`config.mk`:
```
export PLATFORM = sky130hd
export DESIGN_NAME = uart_stream_tx
export DESIGN_NICKNAME = d
export VERILOG_FILES = /design/src/rtl/uart_stream_tx.sv
export SDC_FILE = /design/constraint.sdc
export NUM_CORES = 1
export LEC_CHECK = 0
export CORE_ASPECT_RATIO = 1.2
export CORE_MARGIN = 1
export CORE_UTILIZATION = 55
export CTS_BUF_LIST = sky130_fd_sc_hd__clkbuf_2 sky130_fd_sc_hd__clkbuf_4 sky130_fd_sc_hd__clkbuf_8
export DETAILED_ROUTE_END_ITERATION = 10
export PLACE_DENSITY = 0.73
export RECOVER_POWER = 100
export SETUP_SLACK_MARGIN = 0.5
export SYNTH_ARGS = -nofsm -noshare
export SYNTH_HDL_FRONTEND = slang
export SYNTH_SLANG_ARGS = --single-unit
```
`constraint.sdc`:
```
create_clock -name clk -period 4.1 [get_ports clk]
set_input_delay 0.615 -clock clk [delete_from_list [all_inputs] [get_ports clk]]
set_output_delay 0.615 -clock clk [all_outputs]
set_load 0.01 [all_outputs]
```
`src/rtl/uart_stream_tx.sv`:
```
// FIFO-buffered UART transmitter: a valid/ready word stream is queued and then
// serialised LSB first, with optional parity and one or two stop bits.
module uart_stream_tx #(
    parameter int CLKS_PER_BIT = 868,
    parameter int DATA_BITS    = 8,
    parameter int PARITY_MODE  = 0,
    parameter int STOP_BITS    = 1,
    parameter int FIFO_DEPTH   = 16
) (
    input  logic                          clk,
    input  logic                          rst,
    input  logic                          enb,
    input  logic [DATA_BITS-1:0]          s_data,
    input  logic                          s_valid,
    output logic                          s_ready,
    input  logic                          clr_ovf,
    output logic                          tx_data,
    output logic                          busy,
    output logic [$clog2(FIFO_DEPTH):0]   fifo_count,
    output logic                          overflow
);
    localparam int AW = $clog2(FIFO_DEPTH);
    localparam int CW = $clog2(CLKS_PER_BIT);
    localparam int BW = $clog2(DATA_BITS);
    localparam logic [CW-1:0] CNT_RELOAD = CW'(CLKS_PER_BIT - 1);
    localparam logic [BW-1:0] LAST_BIT   = BW'(DATA_BITS - 1);
    localparam logic          LAST_STOP  = 1'(STOP_BITS - 1);
    localparam logic [AW:0]   DEPTH_C    = (AW+1)'(FIFO_DEPTH);
    localparam logic          ODD_PAR    = (PARITY_MODE == 2);

    typedef enum logic [2:0] {
        S_IDLE,
        S_START,
        S_DATA,
        S_PARITY,
        S_STOP
    } state_t;

    logic [DATA_BITS-1:0] mem_q [FIFO_DEPTH];
    logic [AW-1:0]        wr_ptr_q;
    logic [AW-1:0]        rd_ptr_q;
    logic [AW:0]          count_q;
    logic [AW:0]          count_d;
    logic                 ovf_q;

    state_t               state_q;
    logic                 tx_q;
    logic                 busy_q;
    logic [CW-1:0]        cnt_q;
    logic [BW-1:0]        bit_q;
    logic                 stop_q;
    logic [DATA_BITS-1:0] shift_q;
    logic                 par_q;

    logic                 full;
    logic                 empty;
    logic                 push;
    logic                 pop;
    logic [DATA_BITS-1:0] head;

    assign full    = (count_q == DEPTH_C);
    assign empty   = (count_q == '0);
    assign s_ready = !full;
    assign push    = s_valid && !full;
    assign head    = mem_q[rd_ptr_q];

    // A pop is the start of a frame: from IDLE, or chained straight off the
    // final stop-bit cycle so consecutive frames have no idle gap.
    always_comb begin
        pop = 1'b0;
        if (enb && !empty) begin
            if (state_q == S_IDLE) begin
                pop = 1'b1;
            end else if (state_q == S_STOP && cnt_q == '0 && stop_q == LAST_STOP) begin
                pop = 1'b1;
            end
        end
    end

    always_comb begin
        count_d = count_q;
        case ({push, pop})
            2'b10:   count_d = count_q + 1'b1;
            2'b01:   count_d = count_q - 1'b1;
            default: count_d = count_q;
        endcase
    end

    always_ff @(posedge clk) begin
        if (push) begin
            mem_q[wr_ptr_q] <= s_data;
        end
    end

    always_ff @(posedge clk) begin
        if (rst) begin
            wr_ptr_q <= '0;
            rd_ptr_q <= '0;
            count_q  <= '0;
            ovf_q    <= 1'b0;
        end else begin
            if (push) begin
                wr_ptr_q <= wr_ptr_q + 1'b1;
            end
            if (pop) begin
                rd_ptr_q <= rd_ptr_q + 1'b1;
            end
            count_q <= count_d;
            if (s_valid && full) begin
                ovf_q <= 1'b1;
            end else if (clr_ovf) begin
                ovf_q <= 1'b0;
            end
        end
    end

    always_ff @(posedge clk) begin
        if (rst) begin
            state_q <= S_IDLE;
            tx_q    <= 1'b1;
            busy_q  <= 1'b0;
            cnt_q   <= '0;
            bit_q   <= '0;
            stop_q  <= 1'b0;
            shift_q <= '0;
            par_q   <= 1'b0;
        end else begin
            case (state_q)
                S_IDLE: begin
                    if (pop) begin
                        state_q <= S_START;
                        tx_q    <= 1'b0;
                        busy_q  <= 1'b1;
                        cnt_q   <= CNT_RELOAD;
                        shift_q <= head;
                        par_q   <= (^head) ^ ODD_PAR;
                    end
                end
                S_START: begin
                    if (cnt_q == '0) begin
                        state_q <= S_DATA;
                        tx_q    <= shift_q[0];
                        shift_q <= shift_q >> 1;
                        bit_q   <= '0;
                        cnt_q   <= CNT_RELOAD;
                    end else begin
                        cnt_q <= cnt_q - 1'b1;
                    end
                end
                S_DATA: begin
                    if (cnt_q == '0) begin
                        cnt_q <= CNT_RELOAD;
                        if (bit_q == LAST_BIT) begin
                            if (PARITY_MODE != 0) begin
                                state_q <= S_PARITY;
                                tx_q    <= par_q;
                            end else begin
                                state_q <= S_STOP;
                                tx_q    <= 1'b1;
                                stop_q  <= 1'b0;
                            end
                        end else begin
                            bit_q   <= bit_q + 1'b1;
                            tx_q    <= shift_q[0];
                            shift_q <= shift_q >> 1;
                        end
                    end else begin
                        cnt_q <= cnt_q - 1'b1;
                    end
                end
                S_PARITY: begin
                    if (cnt_q == '0) begin
                        state_q <= S_STOP;
                        tx_q    <= 1'b1;
                        stop_q  <= 1'b0;
                        cnt_q   <= CNT_RELOAD;
                    end else begin
                        cnt_q <= cnt_q - 1'b1;
                    end
                end
                S_STOP: begin
                    if (cnt_q == '0) begin
                        if (stop_q == LAST_STOP) begin
                            if (pop) begin
                                state_q <= S_START;
                                tx_q    <= 1'b0;
                                busy_q  <= 1'b1;
                                cnt_q   <= CNT_RELOAD;
                                shift_q <= head;
                                par_q   <= (^head) ^ ODD_PAR;
                            end else begin
                                state_q <= S_IDLE;
                                tx_q    <= 1'b1;
                                busy_q  <= 1'b0;
                            end
                        end else begin
                            stop_q <= stop_q + 1'b1;
                            cnt_q  <= CNT_RELOAD;
                        end
                    end else begin
                        cnt_q <= cnt_q - 1'b1;
                    end
                end
                default: begin
                    state_q <= S_IDLE;
                    tx_q    <= 1'b1;
                    busy_q  <= 1'b0;
                end
            endcase
        end
    end

    assign tx_data    = tx_q;
    assign busy       = busy_q;
    assign fifo_count = count_q;
    assign overflow   = ovf_q;

endmodule

```
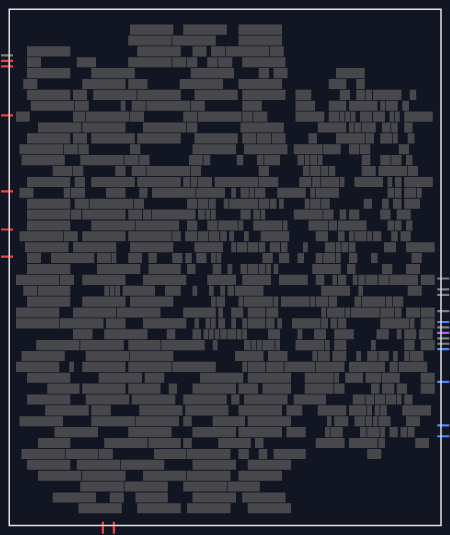
Figure 1: pin map.
Scale: 4 px per µm. Pins as bars across the die edge, other pins in grey.
[`fifo_count`] blue | pins: 5 | direction: output | edge: right
[`s_data`] red | pins: 8 | direction: input | edge: 6 left, 2 bottom
[`overflow`] purple | pins: 1 | direction: output | edge: right
all pins by edge: 13 right, 7 left, 2 bottom

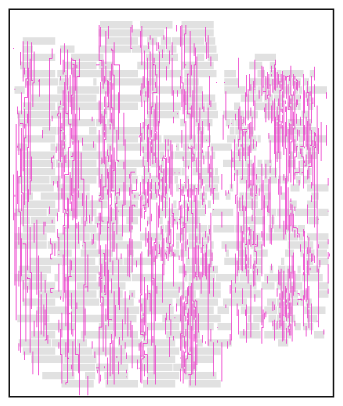
Figure 2: metal 2.
Scale: 3 px per µm. Cells faint in the background.
share of all routed wire: 50%
main direction: vertical

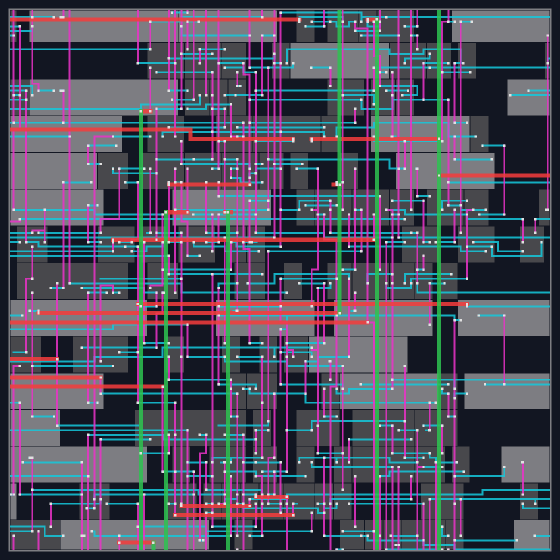
Figure 3: a small window of the routed layout.
Region (34, 44) to (74, 84) µm. Cells in grey, sequential cells in the stronger grey; small squares are vias.
[M3] red
[M4] green
[M2] magenta
[M1] cyan
sequential cells in the window: 21
netlist names of flops here include: `mem_q` (9), `shift_q` (8), `wr_ptr_q` (2)
most frequent: nor2_1 (22), dfxtp_1 (12), a21oi_1 (11)
cells with their middle in the window: 116

==> impl_metrics.yaml <==
# synthesis and place-and-route metrics
synth:
  synth_top_cell_by_count: "edfxtp_1"
  synth_area_mm2: 0.00735
  common_cells: "128 x edfxtp_1, 50 x nor2_1, 44 x dfxtp_1, 31 x mux2i_1, 30 x a21oi_1"
  yosys_cells: 536
  ys_warn_count: 0
  synthAoiAreaFrac_pct: 10.9
  yosys_area_mm2: 0.00735
  edf_count: 128
drt:
  dr.pass1.iters: 4
  remaining_drc_errors: 0
  drt-wirelength-per-cell_um: 19.5
power_and_ir_drop:
  powerDensity_mw_per_mm2: 593
  p_int_w: 0.00321
  leakage_nw: 2.62
  p_seq_share_pct: 45.8
  p_sw_share_pct: 32.9
  pwr-share-clk_pct: 25.9
final_timing:
  rsz0062_at_grt: "no"
  skew_ps: 9.43
critical_path:
  slowest_delay_ps: 560
  critPathLaunchType: "flop"
  crit_chain: "inv_1, ha_1, or4b_1, or3_1, a21oi_4, ha_4, xor2_1, ha_1, a21boi_0, o211ai_1, a311oi_1, xnor2_1, and2_1"
global_routing:
  grt_pass1_vias: 4414
  overflow: 0
finish:
  nNetsFinal: 578
  drive_gt1_share_pct: 11.9
run_status:
  outcome: "complete, no violations"
placement:
  pre_cts_slack_ps: 564
clocking:
  htree_levels: 4
  clock-sinks: 172
  clk_latency_ps: 450
floorplanning:
  dieArea_mm2: 0.0138
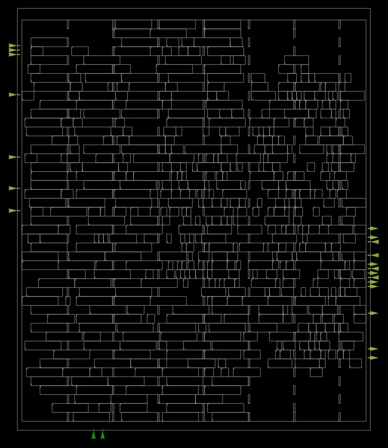
Figure 4: placement view.
final core utilization: 62.9%
Flops: 172
register share of the cell area: 58.5%
Fill cells: 967
final cell count without fillers: 729

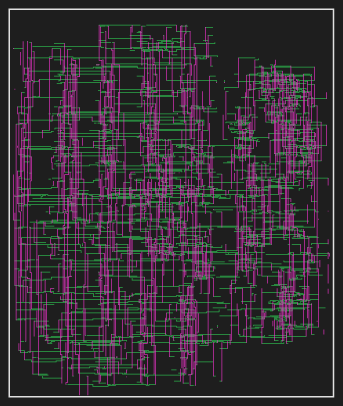
Figure 5: signal wires by layer.
Scale: 3 px per µm. Two of the layers only.
[M2] magenta | wire length: 7150 µm
[M1] green | wire length: 6000 µm

power groups by stage:
stage                     Combinational [W]  Sequential (W)  Clock [W]
after floorplan                     0.00112         0.00217          0
after global placement              0.00135         0.00222          0
after detailed placement            0.00139         0.00223          0
after CTS                           0.00140         0.00220    0.00126
after global routing                0.00151         0.00222    0.00133
final                               0.00136         0.00219    0.00124
cells by family (layout without fill, tap and decap cells):
family / count (synthesis) / after routing
xor+xnor: 13 / 13
mux: 49 / 49
flops: 172 / 172
compound gates: 114 / 114
simple gates: 125 / 125
fa+ha+maj: 13 / 13
buf+inv: 50 / 79
cell usage in the layout, fill, tap and decap left out, types with 6 or more instances in the layout:
cell type and n:
xor2_1 6, nand2_1 14, nand3_1 6, or3_1 6, mux4_2 17, clkbuf_8 17, edfxtp_1 128, o21a_1 8
dlygate4sd3_1 17, o21ai_0 10, a211oi_1 14, a31oi_1 6, mux2i_1 31, inv_1 18, o22ai_1 7, nor3_1 11
ha_1 12, nor2_1 50, a22oi_1 15, a21oi_1 30, dfxtp_1 43, xnor2_1 7
final timing paths:
path | start | slack, ps | to | cells after the start
setup / recovery | cnt_q[0] | 470 | fifo_count[4] | 13
hold / removal | shift_q[7] | 470 | shift_q[7] | 2
setup reg to reg | cnt_q[0] | 470 | fifo_count[4] | 13
hold reg to reg | shift_q[7] | 470 | shift_q[7] | 2
metal layers:
layer  routed length [µm]  vias up  GRT usage (%)  part of all wire [%]
li1                     -     2073              -                     -
met1                 6000     2141           27.6                    42
met2                 7150      116           38.5                    50
met3                  623       30           5.42                   4.4
met4                  431        0           11.0                   3.0
met5                    0        -              0                     0
layout make-up:
class                      instances  area [µm²]
fill                             967        4770
sequential                       172        4730
multi-input combinational        314        2400
timing repair buffer              29         251
clock buffer                      17         234
tap                              164         205
clock inverter                    15         186
inverter                          18        67.6
metrics by stage:
step	std cells	power, W	area [µm²]	util, %	hold WS [ps]
2_1_floorplan	536	0.00328	7350	-	434
3_3_place_gp	697	0.00357	7690	59.9	443
3_5_place_dp	697	0.00363	7690	59.9	447
4_1_cts	729	0.00486	8110	63.2	463
5_1_grt	729	0.00506	8070	62.9	495
6_report	729	0.00479	8070	62.9	467
flip-flops by register name (all words and copies together) (netlist names), 3 cells and up, named ones only:
signal	flops
fifo_count	5
wr_ptr_q	4
state_q	3
rd_ptr_q	4
shift_q	8
bit_q	3
cnt_q	10
mem_q	128
critical path: cells and delay by family (launching register included):
kind	cells	cell delay [ps]
and+or+nand+nor	3	1230
DFF	1	340
adders and majority gates	3	610
buffers and inverters	1	90
xor gates and xnor gates	2	270
AOI/OAI and AO/OA	4	1000
timing repair:
item | in CTS | in global routing
setup endpoints to repair | 0 | 1
hold buffers | 0 | 0
gates resized | 0 | 2
Power is estimated from default activity; no workload was simulated.
